File: src/rtl/modn_updown_prog_if.sv
// Control/status bundle of the programmable mod-N up/down counter.
// The master side drives the controls and observes count/tc/wrap;
// the slave side is the counter itself.
interface modn_updown_prog_if #(
  parameter int N_MAX = 10,
  parameter int W     = (N_MAX < 2) ? 1 : $clog2(N_MAX)
);
  logic         en;
  logic         up;
  logic         sat;
  logic [W-1:0] limit;
  logic         load;
  logic [W-1:0] load_val;
  logic [W-1:0] count;
  logic         tc;
  logic         wrap;

  modport master (
    output en, up, sat, limit, load, load_val,
    input  count, tc, wrap
  );

  modport slave (
    input  en, up, sat, limit, load, load_val,
    output count, tc, wrap
  );
endinterface

File: src/rtl/modn_updown_prog.sv
// Programmable mod-N up/down counter with runtime terminal value,
// parallel load, wrap/saturate mode, combinational terminal count for
// cascading and a registered wrap-event pulse.
module modn_updown_prog #(
  parameter int N_MAX = 10
) (
  input logic              clk,
  input logic              rst,
  modn_updown_prog_if.slave bus
);
  localparam int           W    = (N_MAX < 2) ? 1 : $clog2(N_MAX);
  localparam logic [W-1:0] ZERO = {W{1'b0}};
  localparam logic [W-1:0] ONE  = W'(1'b1);

  logic [W-1:0] count_r;
  logic         wrap_r;
  logic [W-1:0] count_nxt_s;
  logic         wrap_nxt_s;
  logic [W-1:0] load_clamp_s;
  logic         at_top_s;
  logic         at_bot_s;
  logic         over_s;

  assign at_top_s     = (count_r == bus.limit);
  assign at_bot_s     = (count_r == ZERO);
  // A lowered limit can leave the count above the terminal value.
  assign over_s       = (count_r > bus.limit);
  assign load_clamp_s = (bus.load_val > bus.limit) ? bus.limit : bus.load_val;

  // Next count and wrap event: load beats enable; reset is applied in the register.
  always_comb begin
    count_nxt_s = count_r;
    wrap_nxt_s  = 1'b0;
    if (bus.load) begin
      count_nxt_s = load_clamp_s;
    end else if (bus.en) begin
      if (over_s) begin
        // Out-of-range recovery never reports a wrap.
        count_nxt_s = (bus.up && !bus.sat) ? ZERO : bus.limit;
      end else if (bus.up) begin
        if (!at_top_s) begin
          count_nxt_s = count_r + ONE;
        end else if (!bus.sat) begin
          count_nxt_s = ZERO;
          wrap_nxt_s  = 1'b1;
        end else begin
          count_nxt_s = count_r;
        end
      end else begin
        if (!at_bot_s) begin
          count_nxt_s = count_r - ONE;
        end else if (!bus.sat) begin
          count_nxt_s = bus.limit;
          wrap_nxt_s  = 1'b1;
        end else begin
          count_nxt_s = count_r;
        end
      end
    end else begin
      count_nxt_s = count_r;
    end
  end

  // Count and wrap registers; reset start point depends on direction.
  always_ff @(posedge clk) begin
    if (rst) begin
      count_r <= bus.up ? ZERO : bus.limit;
      wrap_r  <= 1'b0;
    end else begin
      count_r <= count_nxt_s;
      wrap_r  <= wrap_nxt_s;
    end
  end

  assign bus.count = count_r;
  assign bus.wrap  = wrap_r;
  // Terminal count is combinational so a following stage steps on the same edge.
  assign bus.tc    = bus.en & ~rst & ((bus.up & at_top_s) | (~bus.up & at_bot_s));

  modn_updown_prog_chk #(.N_MAX(N_MAX), .W(W)) u_chk (
    .clk   (clk),
    .rst   (rst),
    .limit (bus.limit)
  );
endmodule

// Flags a terminal value beyond the supported modulus.
module modn_updown_prog_chk #(
  parameter int N_MAX = 10,
  parameter int W     = 4
) (
  input logic         clk,
  input logic         rst,
  input logic [W-1:0] limit
);
  localparam logic [W-1:0] LIM_MAX = W'(N_MAX - 1);

  limit_legal_a : assert property (@(posedge clk) disable iff (rst) (limit <= LIM_MAX));
endmodule

File: src/flat_wrapper.sv
// flat-port wrapper written by rule: the top's interface ports become plain ports
module modn_updown_prog_flat 
#(
  parameter int N_MAX = 10
)
  (clk, rst, bus_en, bus_up, bus_sat, bus_limit, bus_load, bus_load_val, bus_count, bus_tc, bus_wrap);
  modn_updown_prog_if #(.N_MAX(N_MAX)) bus_i ();
  input logic clk;
  input logic rst;
  input wire logic [$bits(bus_i.en)-1:0] bus_en;
  input wire logic [$bits(bus_i.up)-1:0] bus_up;
  input wire logic [$bits(bus_i.sat)-1:0] bus_sat;
  input wire logic [$bits(bus_i.limit)-1:0] bus_limit;
  input wire logic [$bits(bus_i.load)-1:0] bus_load;
  input wire logic [$bits(bus_i.load_val)-1:0] bus_load_val;
  output wire logic [$bits(bus_i.count)-1:0] bus_count;
  output wire logic [$bits(bus_i.tc)-1:0] bus_tc;
  output wire logic [$bits(bus_i.wrap)-1:0] bus_wrap;
  assign bus_i.en = bus_en;
  assign bus_i.up = bus_up;
  assign bus_i.sat = bus_sat;
  assign bus_i.limit = bus_limit;
  assign bus_i.load = bus_load;
  assign bus_i.load_val = bus_load_val;
  assign bus_count = bus_i.count;
  assign bus_tc = bus_i.tc;
  assign bus_wrap = bus_i.wrap;
  modn_updown_prog #(.N_MAX(N_MAX)) u_core (.clk(clk), .rst(rst), .bus(bus_i));
endmodule
File: config.mk
export PLATFORM = sky130hd
export DESIGN_NAME = modn_updown_prog_flat
export DESIGN_NICKNAME = d
export VERILOG_FILES = /design/src/rtl/modn_updown_prog_if.sv /design/src/rtl/modn_updown_prog.sv /design/src/flat_wrapper.sv
export SDC_FILE = /design/constraint.sdc
export NUM_CORES = 1
export LEC_CHECK = 0
export ABC_AREA = 1
export CORE_ASPECT_RATIO = 1.1
export CORE_MARGIN = 3
export CORE_UTILIZATION = 50
export DETAILED_ROUTE_END_ITERATION = 10
export HOLD_SLACK_MARGIN = 0.12
export PLACE_DENSITY = 0.88
export RECOVER_POWER = 50
export SYNTH_ARGS = -nofsm -noshare
export SYNTH_HDL_FRONTEND = slang
export SYNTH_SLANG_ARGS = --single-unit
File: constraint.sdc
create_clock -name clk -period 6.9 [get_ports clk]
set_clock_uncertainty 0.15 [all_clocks]
set_input_delay 2.07 -clock clk [delete_from_list [all_inputs] [get_ports clk]]
set_output_delay 2.07 -clock clk [all_outputs]
set_load 0.02 [all_outputs]
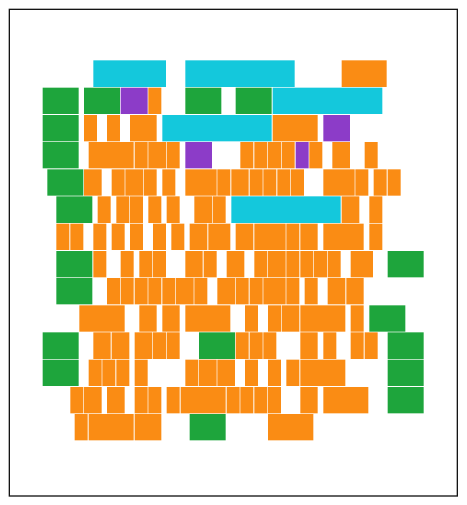
Run 1: placed cells, one colour a class
(10 px per µm)
Key: registers = cyan [cells 5, share of their area 14%]; remaining buffers and delay cells = green [cells 19, share of their area 18%]; clock drivers and dummy loads = purple [cells 4, share of their area 2.5%]; remaining logic cells = orange [cells 135, share of their area 65%]
Core Util, Final: 72.46%
post-layout instance area: 0.001054 mm²
number of cell rows: 14
flip-flop and latch share of the layout cell area: 13.30%
Core Footprint: 0.001454 mm²

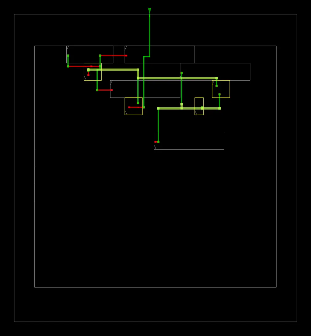
Run 1: clock nets
Sinks on Clock Net: 5
number of sequential cells: 5
number of CTS-inserted buffers: 3

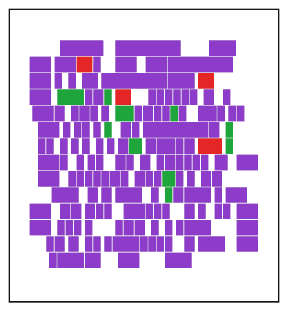
Run 1: cell sizes after repair
(6 px per µm)
Key: x2 = green [cells 10, share 6.1%]; x3 and x4 = red [cells 4, share 2.5%]; x1 and smaller = purple [cells 149, share 91%]
count of plain and timing-repair buffers in the layout: 19
final worst setup slack: 0.3686 ns

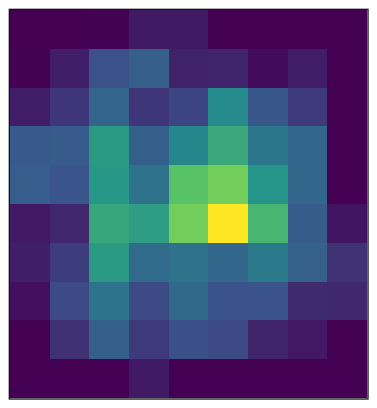
Run 1: routed metal per tile
(8 px per µm) 9 x 10 tiles, from dark purple (low) to yellow (high), scaled to the fullest tile. Values are wire area over tile area, all layers added.
The mean over all tiles is 0.16. 13% of the tiles are over half the peak. The densest ninth of the die: middle. The fullest tile reaches 0.70. 24% of the tiles are nearly empty. The emptiest ninth of the die: top right.

==> run notes, run 1 <==
The run finished with clean final reports. The finished layout holds 179 standard cells, fillers aside. The leakage power in the latest report is 0.5924 nW.

The logs give 0.002167 mm² for the area of the die and 4.72 ns for the register-to-register setup slack. The combined area of all synthesized cells is 822.0 µm². Routability-driven placement finished with a final weighted congestion of 0.9121. Entering global routing, the biggest net connects 8 pins. The tools report the final tally of hold violations as 0. The layer flagged by global routing as most heavily used is met2. The critical path's slowest stage uses the library cell clkdlybuf4s50_1.

Per Yosys stat, the portion of area used by sequential elements is 17.05%. Once placement finished, the instance area stood at 0.001032 mm². The post-synthesis compound-gate area fraction is 5.327%. Antenna diode count: 0.

After detailed routing, the met2 layer carries 1052 µm of wire. The run gives 4.815% as the met3 track demand over resource. Walking the worst path, the cells encountered are clkdlybuf4s50_1 -> inv_1 -> ha_1 -> nand2_1 -> nor2_1 -> nor2_2 -> a21oi_2 -> inv_2 -> nor3_1 -> clkdlybuf4s50_1. Counting every net in the synthesized netlist gives 164. At the pin with the least slew margin, the transition time is 0.2924 ns.

The floorplan report gives the top-level pin count as 20. The routed design shows a wire length per standard cell of 11.47 µm. Most instantiated logic cell after routing: nand2_1.

With the post-synthesis adder-cell area fraction at 15.22%, the via-per-instance ratio is 5.330. The highest metal layer with signal wires is met4. Setup repair after global routing left no endpoint under its margin. Synthesis inferred 5 register bits.

Max-slew check failures listed in the final report amount to 0. Via count of the first global-routing pass: 882. On met1, the global router reports a usage of 26.07%. The clock period could shrink to 6.531 ns. The overall die width came out at 44.66 µm.

TritonCTS built the clock tree. The buffering stage count on the worst path with inverters included was 4. In the final layout, the share of cells above drive strength 1 is 8.589%. The flow reports an fmax of 153.1 MHz. The number of H-tree levels was 1. The tools report the worst-case setup slack after placement as 0.4445 ns. For the worst flop-to-flop path, the logic depth is 11. The area growth from synthesis to layout is 28.16%. In this run the tool buffered the top-level ports with 19 buffer cells. The post-placement cell count was 175. The run gives 954 as the total via count after detailed routing. Type of the setup path with the least slack: primary input to output port. The run gives 817 µm for the post-route met1 wirelength. Looking at the reg2reg group, the worst path starts from u_core.bus.count[0].

After detailed routing, the met3 layer carries 166 µm of wire. Global routing used 21.07% of the available tracks across all layers. The run gives 2 for the maximum root-to-sink buffer count. Main logic family after synthesis: simple AND/OR/NAND/NOR gates. Per STA, the highest per-stage delay on the worst path measures 0.63 ns. The final critical path takes up 94.66% of the cycle. Per the skew report, the later register of the worst-skew pair sees a clock latency of 0.24 ns. The end of the worst register-to-register path is u_core.bus.count[1].

Across all stage logs, warnings added up to 27. After layout, the design draws a total of 0.0001874 W. The tools report the worst max-slew margin expressed relative to the limit as 80.50%. The final report lists the setup-violating endpoint count as 0. The number of remaining DRC errors is 0. The floorplan step set the die height to 48.53 µm. The basic-gate share of the synthesized area counting and, or, nand and nor cells works out to 47.03%.
[run 1: kinds of logic (layout without fill, tap and decap cells)]
| group | after synthesis | after routing |
|---|---|---|
| adder cells (fa/ha/maj) | 10 | 10 |
| XOR/XNOR | 2 | 2 |
| buffers and inverters | 29 | 52 |
| flip-flops | 5 | 5 |
| AND/OR/NAND/NOR | 87 | 87 |
| AND-OR/OR-AND | 7 | 7 |
[run 1: cell type report]
type	count	area (µm²)
inverters	29	108.9
well taps	16	20.02
flip-flops and latches	5	140.1
multi-input cells	106	568.0
fillers	131	400.4
repair buffers	19	190.2
clock buffers	4	26.28
[run 1: synthesized netlist by cell type, drive strengths merged]
master	instances	area, µm²
nand4	1	6.260
a21boi	1	7.510
ha	10	125.1
nand3	24	120.1
nor4	1	12.51
nor3	1	5.000
xor2	2	17.52
o21bai	1	7.510
dfxtp	1	20.02
nand2	52	200.2
nor2	8	42.54
o21ai	1	5.000
edfxtp	4	120.1
a21oi	4	23.77
inv	29	108.9
[run 1: how the worst max path moves through the flow]
stage	from	end	slack [ns]
after global routing	bus_limit[3]	bus_tc	0.25
after CTS	bus_limit[3]	bus_tc	0.42
after global placement	bus_limit[3]	bus_tc	0.46
after detailed placement	bus_limit[3]	bus_tc	0.44
final	bus_limit[3]	bus_tc	0.37
after floorplan	bus_limit[3]	bus_tc	1.38
[run 1: power by group]
group | internal (W) | total, W | switching, W
logic | 0.0000421 | 0.000107 | 0.0000644
registers | 0.0000384 | 0.0000461 | 0.00000765
clock network | 0.0000219 | 0.0000348 | 0.0000129
total | 0.000102 | 0.000187 | 0.0000849
[run 1: state kept, by name, summed over array words and instances (netlist names)]
signal            cells
u_core.bus.count      4
u_core.bus.wrap       1
Run 1, signal wires on met3:
(8 px per µm)
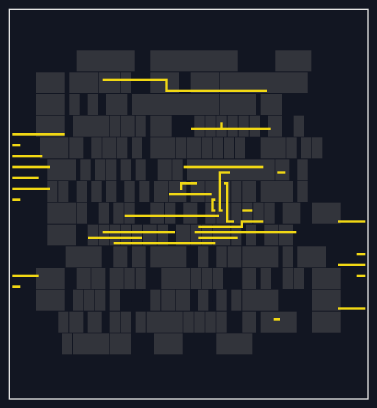

==> inputs of run 2 (changes only) <==
Settings changed: CORE_UTILIZATION 50 to 49, PLACE_DENSITY 0.88 to 0.86, SETUP_SLACK_MARGIN set to 0.15.
Clock period 6.9 ns to 6.3 ns, I/O delays scaled along.
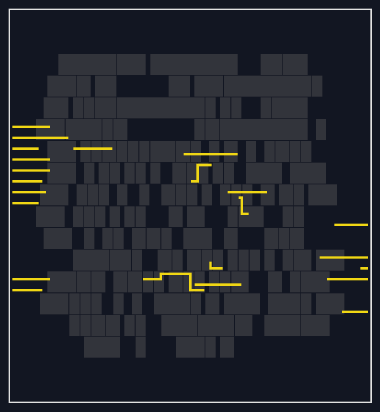
Run 2: signal wires on met3
(8 px per µm)
The layer holds 4.7% of the routed length. The longest straight run is 6.70 µm. 23 nets have wire on it.
detailed-route via count: 953
Final Routed Wirelength: 2120 µm
met3 track utilization from global routing: 5.166%

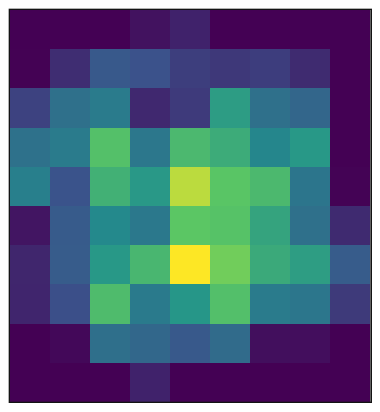
Run 2: routed metal per tile
(8 px per µm) 9 x 10 tiles, from dark purple (low) to yellow (high), scaled to the fullest tile. Values are wire area over tile area, all layers added.
Total GRT Usage: 21.89%
Wirelength per Cell: 11.84 µm

==> run 2 against run 1 <==
Effect of this change: clock-buffer cell count stayed put; power increased by 9.1%; worst hold slack better by 0.011 ns; final area increased by 0.12%; sequential share of layout area hardly changed; synthesized cell count unchanged; flip-flop count unchanged; global-route usage is 0.83 points higher; wire length rose by 3.2%; critical endpoint unchanged; largest cell class unchanged; largest power group unchanged.
==> run notes, run 2 <==
Synthesis-to-layout area growth: 28.31%. The combined area of all synthesized cells came out at 822.0 µm² (unchanged). For the maximum number of pins on one net before global-route repair, the log shows 8 (unchanged). The smallest clock period supported by the final layout is computed as 5.950 ns.

The run gives 45.05 µm (+0.87%) for the overall die width. By startpoint and endpoint, the worst setup path is classified as primary input to output port. The slew at the pin with the worst max-slew slack came out at 0.3074 ns (+0.01499 ns). The worst max-slew margin expressed relative to the limit is 79.50% (-1.0 points), and the post-synthesis average cell area is 5.872 µm². The run gives 0.24 ns (about the same) as the clock insertion delay at the later pin of the skew report. The part of the power in combinational logic was 57.5% (+0.6 points).

The slowest library cell on the worst path was dlygate4sd3_1. The kind of start point of the critical path is a primary input. Via-per-instance ratio: 5.324 (-0.10%). The worst reg2reg path depth was 11 (unchanged). The maximum root-to-sink buffer count was 2 (unchanged); the fraction of synthesis flops using an asynchronous set or reset pin was 0% (unchanged).

The count of tool warnings is 27 (unchanged). The tools report the number of H-tree levels as 1 (unchanged). The global placer's final weighted congestion is 0.8823 (-3.3%). The net switching component of the power is 0.00009252 W (+8.9%). The count of input and output buffers is 19 (unchanged), and the proportion of netlist area held by the largest area contributor is 22.83% (unchanged). By instance count, the leading cell after synthesis is nand2_1.

The run gives 0.001471 mm² (+1.2%) for the area of the core. Setup repair after global routing left no endpoint under its margin. For the top-level port count, the log shows 20 (unchanged). The run gives 0 (unchanged) as the final tally of hold violations. The buffering stage count on the worst path with inverters included was 4 (unchanged); the highest clock frequency the design can meet was 168.1 MHz.

Post-route met1 wirelength: 895 µm (+9.5%). The die extent in y came out at 48.96 µm (+0.89%). Most frequently used flop master after synthesis: edfxtp_1. The final net count came out at 188. The highest metal layer with signal wires is met3. The tools report the final setup violation count as 0 (unchanged). The most instantiated logic cell after routing was nand2_1. The met1 track demand over resource was 26.28% (+0.21 points).

Most area-hungry cell type in the Yosys netlist: nand2_1. TritonCTS built the clock tree. The run gives 45.25% (-0.076 points) for the switching power as a share of total power. Area of the die: 0.002205 mm² (+1.8%).

The tools report the count of final max-slew check failures as 0 (unchanged). The flip-flop count of the largest register after layout was 4 (unchanged). The tools report the site row count as 14 (unchanged).

With the antenna diode count at 0 (unchanged), the overflow left after global routing is 0. The total leakage power is 0.5968 nW (+0.74%). The register bit total from synthesis came out at 5 (unchanged). The share of layout cells above drive strength 1 is 9.202% (+0.61 points), and the power share of the sequential group is 24.7% (about the same). Number of remaining DRC errors: 0 (unchanged). For the power share of the clock group, the log shows 17.8% (-0.8 points). Listed in order, past its start point the critical path passes dlygate4sd3_1 -> inv_1 -> ha_1 -> nand2_1 -> nor2_2 -> nor2_2 -> a21oi_2 -> inv_2 -> nor3_1 -> dlygate4sd2_1.

The run gives 99 µm (-40%) as the wire length on met3. The stage delay of the slowest cell on the critical path was 0.60 ns (-0.03 ns); the share of the clock period used by the worst path was 94.45%. Ranked by total cell area, the synthesized netlist is headed by nand2_1 23%, ha_1 15%, nand3_1 15%, edfxtp_1 15%, inv_1 11%.

The sequential-to-total area share from yosys stat was 17.05% (unchanged); the detailed-routed wire length on met2 was 1126 µm (+7.0%). The total power draw came out at 0.0002045 W (+9.1%). The most utilized layer in the global route result is met2. The run gives 941 (+6.7%) as the via count of the first global-routing pass. The number of flops mapped to enable cells by yosys works out to 4 (unchanged).

For this run the detailed placement stage logged an HPWL of 1771 µm. In this run, post-CTS hold repair placed 0 buffers. By count the netlist is led by 50 x nand2_1, 24 x nand3_1, 23 x inv_1. The number of clock sinks seen by CTS was 5 (unchanged). The logs give 0.0001120 W (+9.3%) for the internal power summed over all cells and 3 (unchanged) for the number of CTS-inserted buffers.

The run gives 164 (unchanged) as the post-synthesis net count. Data arrives at the worst endpoint at 3.91 ns. The run finished with clean final reports.

The fill cell instance count of the final layout is 141 (+7.6%).
==> run 2: cell counts after synthesis <==
No cell type changed its count.
==> run 2: area by class of cell <==
cell class              instances  area, µm²  area share (%)
clock buffers                   4      26.28           2.491
inverters                      29      108.9           10.32
multi-input cells             106      570.5           54.09
flip-flops and latches          5      140.1           13.29
well taps                      16      20.02           1.898
repair buffers                 19      188.9           17.91
==> run 2: final timing paths <==
check	start	to	slack [ns]
max	bus_limit[3]	bus_tc	0.35
min	u_core.bus.count[3]	u_core.bus.wrap	0.71
max reg2reg	u_core.bus.count[2]	u_core.bus.count[1]	4.18
min reg2reg	u_core.bus.count[3]	u_core.bus.wrap	0.71
==> run 2: power groups by stage <==
stage / combinational (W) / sequential [W] / clock, W
after floorplan: 0.0000761 / 0.0000548 / 0
after global placement: 0.000115 / 0.0000513 / 0
after detailed placement: 0.000119 / 0.0000512 / 0
after CTS: 0.000120 / 0.0000506 / 0.0000380
after global routing: 0.000134 / 0.0000516 / 0.0000418
final: 0.000118 / 0.0000506 / 0.0000364
==> run 2: metrics by stage <==
stage	cell area, µm²	std cells	util, %	setup slack (ns)
global placement	1032	175	70.15	0.2264
floorplan	822.0	140	-	1.136
global route	1055	179	71.68	0.2566
CTS	1057	179	71.85	0.4201
finish	1055	179	71.68	0.3499
detailed placement	1032	175	70.15	0.1596
==> run 2: cell families (layout without fill, tap and decap cells) <==
| group | count (synthesis) | in the layout | synth area share (%) |
|---|---|---|---|
| buffers and inverters | 29 | 52 | 13.24 |
| XOR/XNOR | 2 | 2 | 2.131 |
| adder cells (fa/ha/maj) | 10 | 10 | 15.22 |
| AND/OR/NAND/NOR | 87 | 87 | 47.03 |
| AND-OR/OR-AND | 7 | 7 | 5.327 |
| flip-flops | 5 | 5 | 17.05 |
No activity file was given, so power comes from the tool's default toggle rates.
